==> src/rtl/reset_sequencer_pkg.sv <==
// Shared state encoding and width helpers for the reset sequencer.
// Optional timeout support is enabled with RESET_SEQUENCER_TIMEOUT_EN.
package reset_sequencer_pkg;

  typedef enum logic [1:0] {
    ST_HOLD       = 2'd0,
    ST_WAIT_READY = 2'd1,
    ST_DONE       = 2'd2
  } state_t;

  // Bits needed to hold the values 0..count-1, never less than one.
  function automatic int bits_for(input int count);
    return (count <= 2) ? 1 : $clog2(count);
  endfunction

  function automatic int max_int(input int a, input int b);
    return (a > b) ? a : b;
  endfunction

endpackage

==> src/rtl/reset_sequencer_counter.sv <==
// Clearable up-counter with a compare against a run-time terminal value.
// Shared by the hold and timeout phases of the reset sequencer.
module sequencer_counter
  import reset_sequencer_pkg::*;
#(
  parameter int WIDTH = 4
) (
  input  logic             clock,
  input  logic             reset,
  input  logic             clear,
  input  logic             enable,
  input  logic [WIDTH-1:0] terminal,
  output logic [WIDTH-1:0] count,
  output logic             at_terminal
);

  always_ff @(posedge clock or posedge reset) begin
    if (reset) begin
      count <= '0;
    end else if (clear) begin
      count <= '0;
    end else if (enable) begin
      count <= count + WIDTH'(1);
    end
  end

  assign at_terminal = (count == terminal);

endmodule

==> src/rtl/reset_sequencer.sv <==
// Releases downstream reset domains one at a time after a hold period and ready handshake.
// Define RESET_SEQUENCER_TIMEOUT_EN to bound the ready wait and expose timeout_error.
module reset_sequencer
  import reset_sequencer_pkg::*;
#(
  parameter int STAGE_COUNT    = 4,
  parameter int HOLD_CYCLES    = 16,
  parameter int TIMEOUT_CYCLES = 1024
) (
  input  logic                   clock,
  input  logic                   reset,
  input  logic [STAGE_COUNT-1:0] stage_ready,
  output logic [STAGE_COUNT-1:0] reset_out,
  output logic                   sequence_done
`ifdef RESET_SEQUENCER_TIMEOUT_EN
  ,
  output logic                   timeout_error
`endif
);

  localparam int CW = bits_for(max_int(HOLD_CYCLES, TIMEOUT_CYCLES) + 1);
  localparam int IW = bits_for(STAGE_COUNT);
  localparam logic [CW-1:0] HOLD_TERM  = CW'(HOLD_CYCLES - 1);
  localparam logic [IW-1:0] LAST_INDEX = IW'(STAGE_COUNT - 1);

  state_t          state_reg, state_next;
  logic [IW-1:0]   index_reg, index_next;
  logic            done_reg, done_next;
  logic            release_now;
  logic            advance;
  logic            ready_now;
  logic            count_clear;
  logic            count_enable;
  logic [CW-1:0]   count_terminal;
  logic [CW-1:0]   count_value;
  logic            at_terminal;

  sequencer_counter #(
    .WIDTH(CW)
  ) u_counter (
    .clock      (clock),
    .reset      (reset),
    .clear      (count_clear),
    .enable     (count_enable),
    .terminal   (count_terminal),
    .count      (count_value),
    .at_terminal(at_terminal)
  );

`ifdef RESET_SEQUENCER_TIMEOUT_EN
  localparam logic [CW-1:0] TIMEOUT_TERM = CW'(TIMEOUT_CYCLES - 1);
  logic timeout_reg, timeout_set;

  assign count_terminal = (state_reg == ST_HOLD) ? HOLD_TERM : TIMEOUT_TERM;
  assign timeout_error  = timeout_reg;

  always_ff @(posedge clock or posedge reset) begin
    if (reset) begin
      timeout_reg <= 1'b0;
    end else if (timeout_set) begin
      timeout_reg <= 1'b1;
    end
  end
`else
  assign count_terminal = HOLD_TERM;
`endif

  // Only the stage currently being sequenced is looked at; other ready bits are don't-care.
  assign ready_now = stage_ready[index_reg];

  always_ff @(posedge clock or posedge reset) begin
    if (reset) begin
      state_reg <= ST_HOLD;
      index_reg <= '0;
      done_reg  <= 1'b0;
    end else begin
      state_reg <= state_next;
      index_reg <= index_next;
      done_reg  <= done_next;
    end
  end

  always_comb begin
    state_next   = state_reg;
    index_next   = index_reg;
    done_next    = done_reg;
    release_now  = 1'b0;
    advance      = 1'b0;
    count_clear  = 1'b0;
    count_enable = 1'b0;
`ifdef RESET_SEQUENCER_TIMEOUT_EN
    timeout_set  = 1'b0;
`endif
    case (state_reg)
      ST_HOLD: begin
        count_enable = 1'b1;
        if (at_terminal) begin
          release_now = 1'b1;
          count_clear = 1'b1;
          state_next  = ST_WAIT_READY;
        end
      end
      ST_WAIT_READY: begin
`ifdef RESET_SEQUENCER_TIMEOUT_EN
        count_enable = 1'b1;
        // A ready arriving on the timeout edge wins, so no error is flagged.
        if (ready_now) begin
          advance = 1'b1;
        end else if (at_terminal) begin
          advance     = 1'b1;
          timeout_set = 1'b1;
        end
`else
        advance = ready_now;
`endif
        if (advance) begin
          count_clear = 1'b1;
          if (index_reg == LAST_INDEX) begin
            done_next  = 1'b1;
            state_next = ST_DONE;
          end else begin
            index_next = index_reg + IW'(1);
            state_next = ST_HOLD;
          end
        end
      end
      ST_DONE: begin
        state_next = ST_DONE;
      end
      default: begin
        state_next = ST_HOLD;
      end
    endcase
  end

  assign sequence_done = done_reg;

  // One flop per stage; a bit can only ever be cleared, so releases never re-assert.
  genvar gi;
  generate
    for (gi = 0; gi < STAGE_COUNT; gi++) begin : g_stage
      always_ff @(posedge clock or posedge reset) begin
        if (reset) begin
          reset_out[gi] <= 1'b1;
        end else if (release_now && (index_reg == IW'(gi))) begin
          reset_out[gi] <= 1'b0;
        end
      end
    end
  endgenerate

endmodule

==> config.mk <==
export PLATFORM = sky130hd
export DESIGN_NAME = reset_sequencer
export DESIGN_NICKNAME = d
export VERILOG_FILES = /design/src/rtl/reset_sequencer_pkg.sv /design/src/rtl/reset_sequencer_counter.sv /design/src/rtl/reset_sequencer.sv
export SDC_FILE = /design/constraint.sdc
export NUM_CORES = 1
export LEC_CHECK = 0
export CORE_MARGIN = 5
export CORE_UTILIZATION = 58
export CTS_CLUSTER_SIZE = 12
export DETAILED_ROUTE_END_ITERATION = 8
export GPL_ROUTABILITY_DRIVEN = 0
export PLACE_DENSITY = 0.78
export SLEW_MARGIN = 15
export SYNTH_ARGS = -nofsm -noshare
export SYNTH_HDL_FRONTEND = slang
export SYNTH_SLANG_ARGS = --single-unit
==> constraint.sdc <==
create_clock -name clock -period 4.61 [get_ports clock]
set_clock_uncertainty 0.2 [all_clocks]
set_input_delay 0.922 -clock clock [delete_from_list [all_inputs] [get_ports clock]]
set_output_delay 0.922 -clock clock [all_outputs]
set_load 0.02 [all_outputs]
run_1/gate_families.png
Drawn at 8 px/µm.
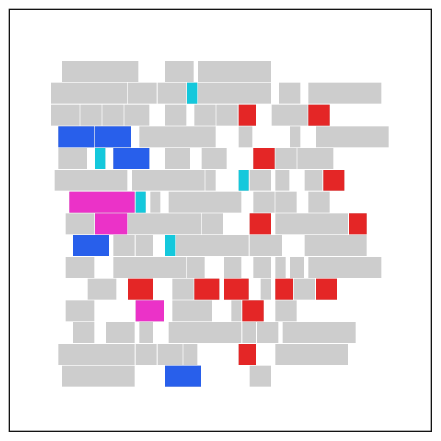
Key: red = AND and OR gates [cells 13, most used or4_1]; magenta = multiplexers [cells 3]; blue = adder and majority cells [cells 5, most used ha_1]; cyan = inverters [cells 5, most used inv_1]

run_1/wire_density.png
Drawn at 6 px/µm. The die is cut into 11 by 11 equal tiles; dark purple is low, yellow is high, scaled to the fullest tile. Values are wire area over tile area, all layers added.
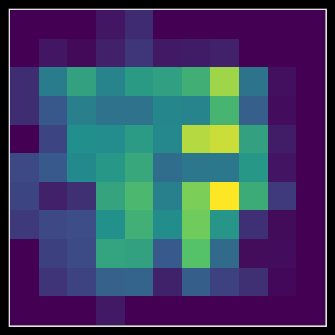
21% of the tiles are over half the peak. The mean over all tiles is 0.11. The fullest tile reaches 0.43. 28% of the tiles are nearly empty.

==> out/notes.md, run 1 <==
## Synth
* 33 — distinct cell type count after synthesis
* simple AND/OR/NAND/NOR gates — Dominant comb cell
* sky130_fd_sc_hd__dfrtp_1 — post-synthesis cell type with the largest instance count
* 1.000 — share of flip-flops with an asynchronous set or reset
* 0.05952 — adder-cell share of the synthesized area
* 0.04167 — mux share
* 1051 µm² — total cell area reported by yosys after synthesis
* 20 — flops out of synthesis

## Clock tree
* 0.11 ns — register clock-pin slew on the reported worst setup and hold paths
* 1 — Clock H-tree levels
* 2 — clock buffer depth
* sky130_fd_sc_hd__clkbuf_4 — CTS root buf
* 0 — post-CTS setup buffers

## Worst setup path
* in2reg — Worst Setup Path Type
* clkdlybuf4s50_1 -> mux4_2 -> nor2b_1 -> nor3_1 — CP cell instances
* register — element type at the critical path end
* 4 — path length in cells of the critical path
* 4 — depth of the most critical reg-to-reg path
* simple AND/OR/NAND/NOR gates — top cell family by delay on the critical path
* 1 — buffers and inverters on the worst path

## Detailed routing
* met4 — top metal layer carrying routed signals
* 15.28 µm — detail-routed net length per standard cell
* 826 µm — M1 WL
* 0 — count of antenna-violating nets left after detailed routing

## Power
* registers — group drawing the most power
* 0.3905 — switching share of total power
* 0.153 — share of total power in the clock network
* 552.5 nW/µm² — pwr/cell area
* 243 µW — power dissipated in combinational cells
* 0.0004791 µW — leakage power of the design

## Finish
* 0.4217 — register fraction of the total cell area
* 63 — total number of multi-input combinational cells
* 20 — Seq Cell Count
* 506.7 µm² — area of the multi-input gates
* 0.08351 — non-clock buffering overhead in the final layout
* sky130_fd_sc_hd__dfrtp_1 — top logic cell by instance count in the layout
* u_counter.count (11), reset_out (4) — largest registers ranked by flip-flop count

## Global routing
* 0.02849 — fraction of met3 tracks used by global routing
* 760 — number of global-route vias before repair
* 21 — largest net degree at the start of global routing
* 0 — number of antenna violations at the first check in global routing
* 0.2018 — grt met1 use

## Floorplan
* 0.6087 — fp util
* 15 — site row count

## Timing
* 0.9812 ns — transition at the pin with the smallest max-transition slack
* false — unrepaired setup endpoints after global routing
* 2.629 ns — clock period minus worst slack
* 0.5703 — share of the clock period used by the worst path after layout

## Placement
* 1.661 ns — worst slack, placed

## Min path
* reg2reg — HP Class

## Run status
* completed — run status

run_1/metal_stack.png
Drawn at 8 px/µm. Two of the layers only.
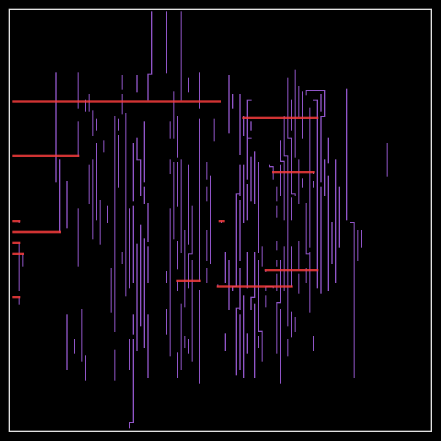
Key: red = met3 [wire length 75.7 µm]; purple = met2 [wire length 1,020 µm]

-- run 1: through the flow --
| stage | hold WS, ns | area, µm² | power [µW] | utilization |
|---|---|---|---|---|
| final | 0.2799 | 1199 | 662.3 | 0.6942 |
| after global routing | 0.3025 | 1199 | 719.7 | 0.6942 |
| after CTS | 0.2813 | 1199 | 671.4 | 0.6942 |
| after detailed placement | 0.2508 | 1162 | 565.2 | 0.6732 |
| after global placement | 0.2466 | 1162 | 548.1 | 0.6732 |
| after floorplan | 0.3149 | 1051 | 506.3 | - |
-- run 1: worst reg2reg max path, cell delays in order, from the launching register on --
cell and delay [ns]:
sky130_fd_sc_hd__dfrtp_1 0.42, sky130_fd_sc_hd__ha_1 0.16, sky130_fd_sc_hd__or3b_1 0.52, sky130_fd_sc_hd__nor4_4 0.77
sky130_fd_sc_hd__a21boi_0 0.22
run_1/zoom.png
Window x 11 to 41, y 11 to 41 µm. Cells in gray, sequential cells in the stronger gray; small squares are vias.
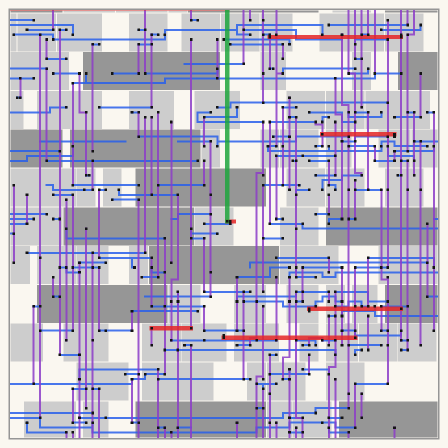

--- run 2 (diff from run 1) ---
--- a/config.mk
+++ b/config.mk
@@ -6,11 +6,11 @@
 export NUM_CORES = 1
 export LEC_CHECK = 0
 export CORE_MARGIN = 5
-export CORE_UTILIZATION = 58
+export CORE_UTILIZATION = 54
 export CTS_CLUSTER_SIZE = 12
 export DETAILED_ROUTE_END_ITERATION = 8
 export GPL_ROUTABILITY_DRIVEN = 0
-export PLACE_DENSITY = 0.78
+export PLACE_DENSITY = 0.74
 export SLEW_MARGIN = 15
 export SYNTH_ARGS = -nofsm -noshare
 export SYNTH_HDL_FRONTEND = slang
==> constraint.sdc (replaced) <==
create_clock -name clock -period 2.7 [get_ports clock]
set_clock_uncertainty 0.2 [all_clocks]
set_input_delay 0.54 -clock clock [delete_from_list [all_inputs] [get_ports clock]]
set_output_delay 0.54 -clock clock [all_outputs]
set_load 0.02 [all_outputs]
run_2/zoom.png
Window x 12 to 42, y 12 to 42 µm. Cells in gray, sequential cells in the stronger gray; small squares are vias.
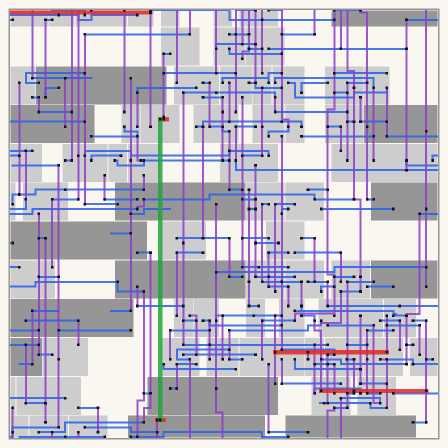
Key: red = met3; blue = met1; purple = met2; green = met4
Netlist names of flops here include u_counter.count (7), reset_out (2), state_reg (2). Most frequent: dfrtp_1 (10), or4_1 (6). Sequential cells in the window: 12. 61 logic cells have their middle in the window.

run_2/gate_families.png
Drawn at 6 px/µm.
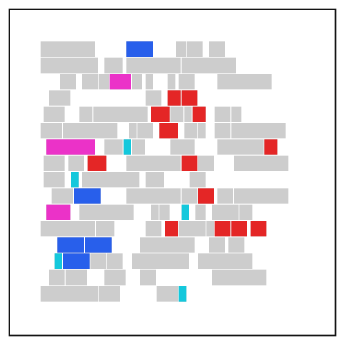
Key: blue = adder and majority cells [cells 5, most used ha_1]; red = AND and OR gates [cells 13, most used or4_1, where center]; cyan = inverters [cells 5, most used inv_1]; magenta = multiplexers [cells 3]

==> run 2 against run 1 <==
Effect of this change:
- sequential cell count did not move
- clock power rose by 46%
- clock-buffer cell count did not move
- utilization fell by 6.4 points
- wire length fell by 3.8%
- die area rose by 6.0%
==> out/notes.md, run 2 <==
## Global routing
* 0 — number of antenna violations at the first check in global routing, unchanged
* 698 — number of global-route vias before repair, was 760
* 3201 µm — first-pass GRT wire length, was 3394 µm
* 21 — largest net degree at the start of global routing, unchanged

## Timing
* 2.211 ns — clock period minus worst slack
* 0 — final count of negative-setup-slack endpoints, unchanged
* 0 — Slew Limit Fails, unchanged
* false — unrepaired setup endpoints after global routing, unchanged
* 0.8189 — share of the clock period used by the worst path after layout
* 452.3 MHz — max frequency
* 0.9212 ns — transition at the pin with the smallest max-transition slack, was 0.9812 ns
* 0.2833 ns — worst hold slack, was 0.2799 ns

## Finish
* 20 — Seq Cell Count, unchanged
* 0.4217 — register fraction of the total cell area, unchanged
* 130 — number of non-filler instances in the completed layout, was 127
* 506.7 µm² — area of the multi-input gates, unchanged
* 63 — total number of multi-input combinational cells, unchanged
* 0.08977 — non-clock buffering overhead in the final layout, was 0.08351
* 0.02192 — clock network area share, was 0.03027
* u_counter.count (11), reset_out (4) — largest registers ranked by flip-flop count, unchanged
* 0 — antenna diode count, unchanged
* sky130_fd_sc_hd__dfrtp_1 — top logic cell by instance count in the layout, unchanged
* 0.6303 — final core area utilization, was 0.6942
* 5 — number of inverters outside the clock class in the layout, unchanged
* 11 — flip-flop count of the largest register after layout, unchanged

## Run
* 29 — OpenROAD warning count, unchanged

## Power
* 0.375 — combinational group share of total power, was 0.367
* 1100 µW — overall power, was 662.3 µW
* 664.2 µW — Cell Int Power, was 403.6 µW
* 0.134 — share of total power in the clock network, was 0.153
* 147 µW — clock network power, was 101 µW
* 412 µW — power dissipated in combinational cells, was 243 µW
* 0.0004786 µW — leakage power of the design, was 0.0004791 µW
* 917.7 nW/µm² — pwr/cell area, was 552.5 nW/µm²
* 540 µW — sequential cell power, was 318 µW
* registers — group drawing the most power, unchanged
* 0.3961 — switching share of total power, was 0.3905
* 0.491 — part of the total power dissipated in sequential elements, was 0.481

## Clock tree
* sky130_fd_sc_hd__clkbuf_4 — CTS root buf, unchanged
* 1 — Clock H-tree levels, unchanged
* 20 — CTS sink count, unchanged
* 0 — post-CTS setup buffers, unchanged
* 2 — clock buffer depth, unchanged
* 0.11 ns — register clock-pin slew on the reported worst setup and hold paths, about the same

## Worst setup path
* 4 — depth of the most critical reg-to-reg path, unchanged
* 2.22 ns — CP Data Arrival Time, was 2.57 ns
* 4 — path length in cells of the critical path, unchanged
* register — element type at the critical path end, unchanged
* sky130_fd_sc_hd__or4_1 — Max stage delay cell, worst path, was sky130_fd_sc_hd__nor2b_1
* reg2reg — Worst Setup Path Type, was in2reg
* 0 — buffers and inverters on the worst path, was 1
* ha_1 -> or3b_1 -> or4_1 -> a211oi_2 — CP cell instances, was clkdlybuf4s50_1 -> mux4_2 -> nor2b_1 -> nor3_1
* u_counter.count[10] — end point of the critical path, was u_counter.count[1]
* simple AND/OR/NAND/NOR gates — top cell family by delay on the critical path, unchanged
* 0.57 ns — Critical Path Max Stage Delay, was 0.78 ns
* 0.49 ns — FF-to-FF setup slack, was 2.23 ns

## Synth
* sky130_fd_sc_hd__dfrtp_1 — post-synthesis cell type with the largest instance count, unchanged
* 1051 µm² — synthesized area, unchanged
* 1.000 — share of flip-flops with an asynchronous set or reset, unchanged
* 20 — flops out of synthesis, unchanged
* 33 — distinct cell type count after synthesis, unchanged
* sky130_fd_sc_hd__dfrtp_1 — most frequently used flop master after synthesis, unchanged
* sky130_fd_sc_hd__dfrtp_1, sky130_fd_sc_hd__a211oi_1, sky130_fd_sc_hd__or4_1 — most frequent cells after synthesis, unchanged
* 102 — number of nets at floorplan, unchanged
* 11.55 µm² — Avg Synthesized Cell Area, unchanged
* 0.3810 — top-area cell type share of the netlist area, unchanged
* 91 — synthesized instance count, unchanged
* sky130_fd_sc_hd__dfrtp_1 — biggest area consumer among synthesized cells, unchanged
* 1051 µm² — total cell area reported by yosys after synthesis, unchanged
* 0.4810 — share of the yosys chip area belonging to registers, unchanged

## Min path
* 1 — depth of the worst hold-timing path, unchanged
* reg2reg — HP Class, unchanged

## Floorplan
* 1902 µm² — area inside the core boundary, was 1727 µm²
* 27 — Taps Inserted, was 25
* 2928 µm² — Die ar., was 2764 µm²
* 16 — site row count, was 15
* 0.5526 — fp util, was 0.6087

## Run status
* completed — run status, unchanged

## Detailed routing
* 0 — count of antenna-violating nets left after detailed routing, unchanged
* 14.37 µm — detail-routed net length per standard cell, was 15.28 µm
* 753 — vias after detailed routing, was 768
* 1868 µm — final WL, was 1941 µm

## Placement
* 10 — Port Buf Inserts, unchanged

[run 2: routing by layer]
layer,vias up,track usage,routed length [µm]
met5,-,0,0
met4,0,0.07469,21
met3,2,0.02770,64
met2,15,0.2419,917
met1,365,0.2077,865
li1,371,-,-
[run 2: cell families after synthesis]
family,share of synthesized area
xor+xnor,0.02500
flops,0.4809
simple gates,0.1881
mux,0.04166
fa+ha+maj,0.05952
compound gates,0.1679
buf+inv,0.03690
[run 2: stage by stage]
| step | cell area, µm² | setup slack (ns) |
|---|---|---|
| 2_1_floorplan | 1051 | 0.6946 |
| 3_3_place_gp | 1172 | 0.2186 |
| 3_5_place_dp | 1172 | 0.1640 |
| 4_1_cts | 1199 | 0.4989 |
| 5_1_grt | 1199 | 0.3269 |
| 6_report | 1199 | 0.4891 |
Power and IR drop assume default switching activity.
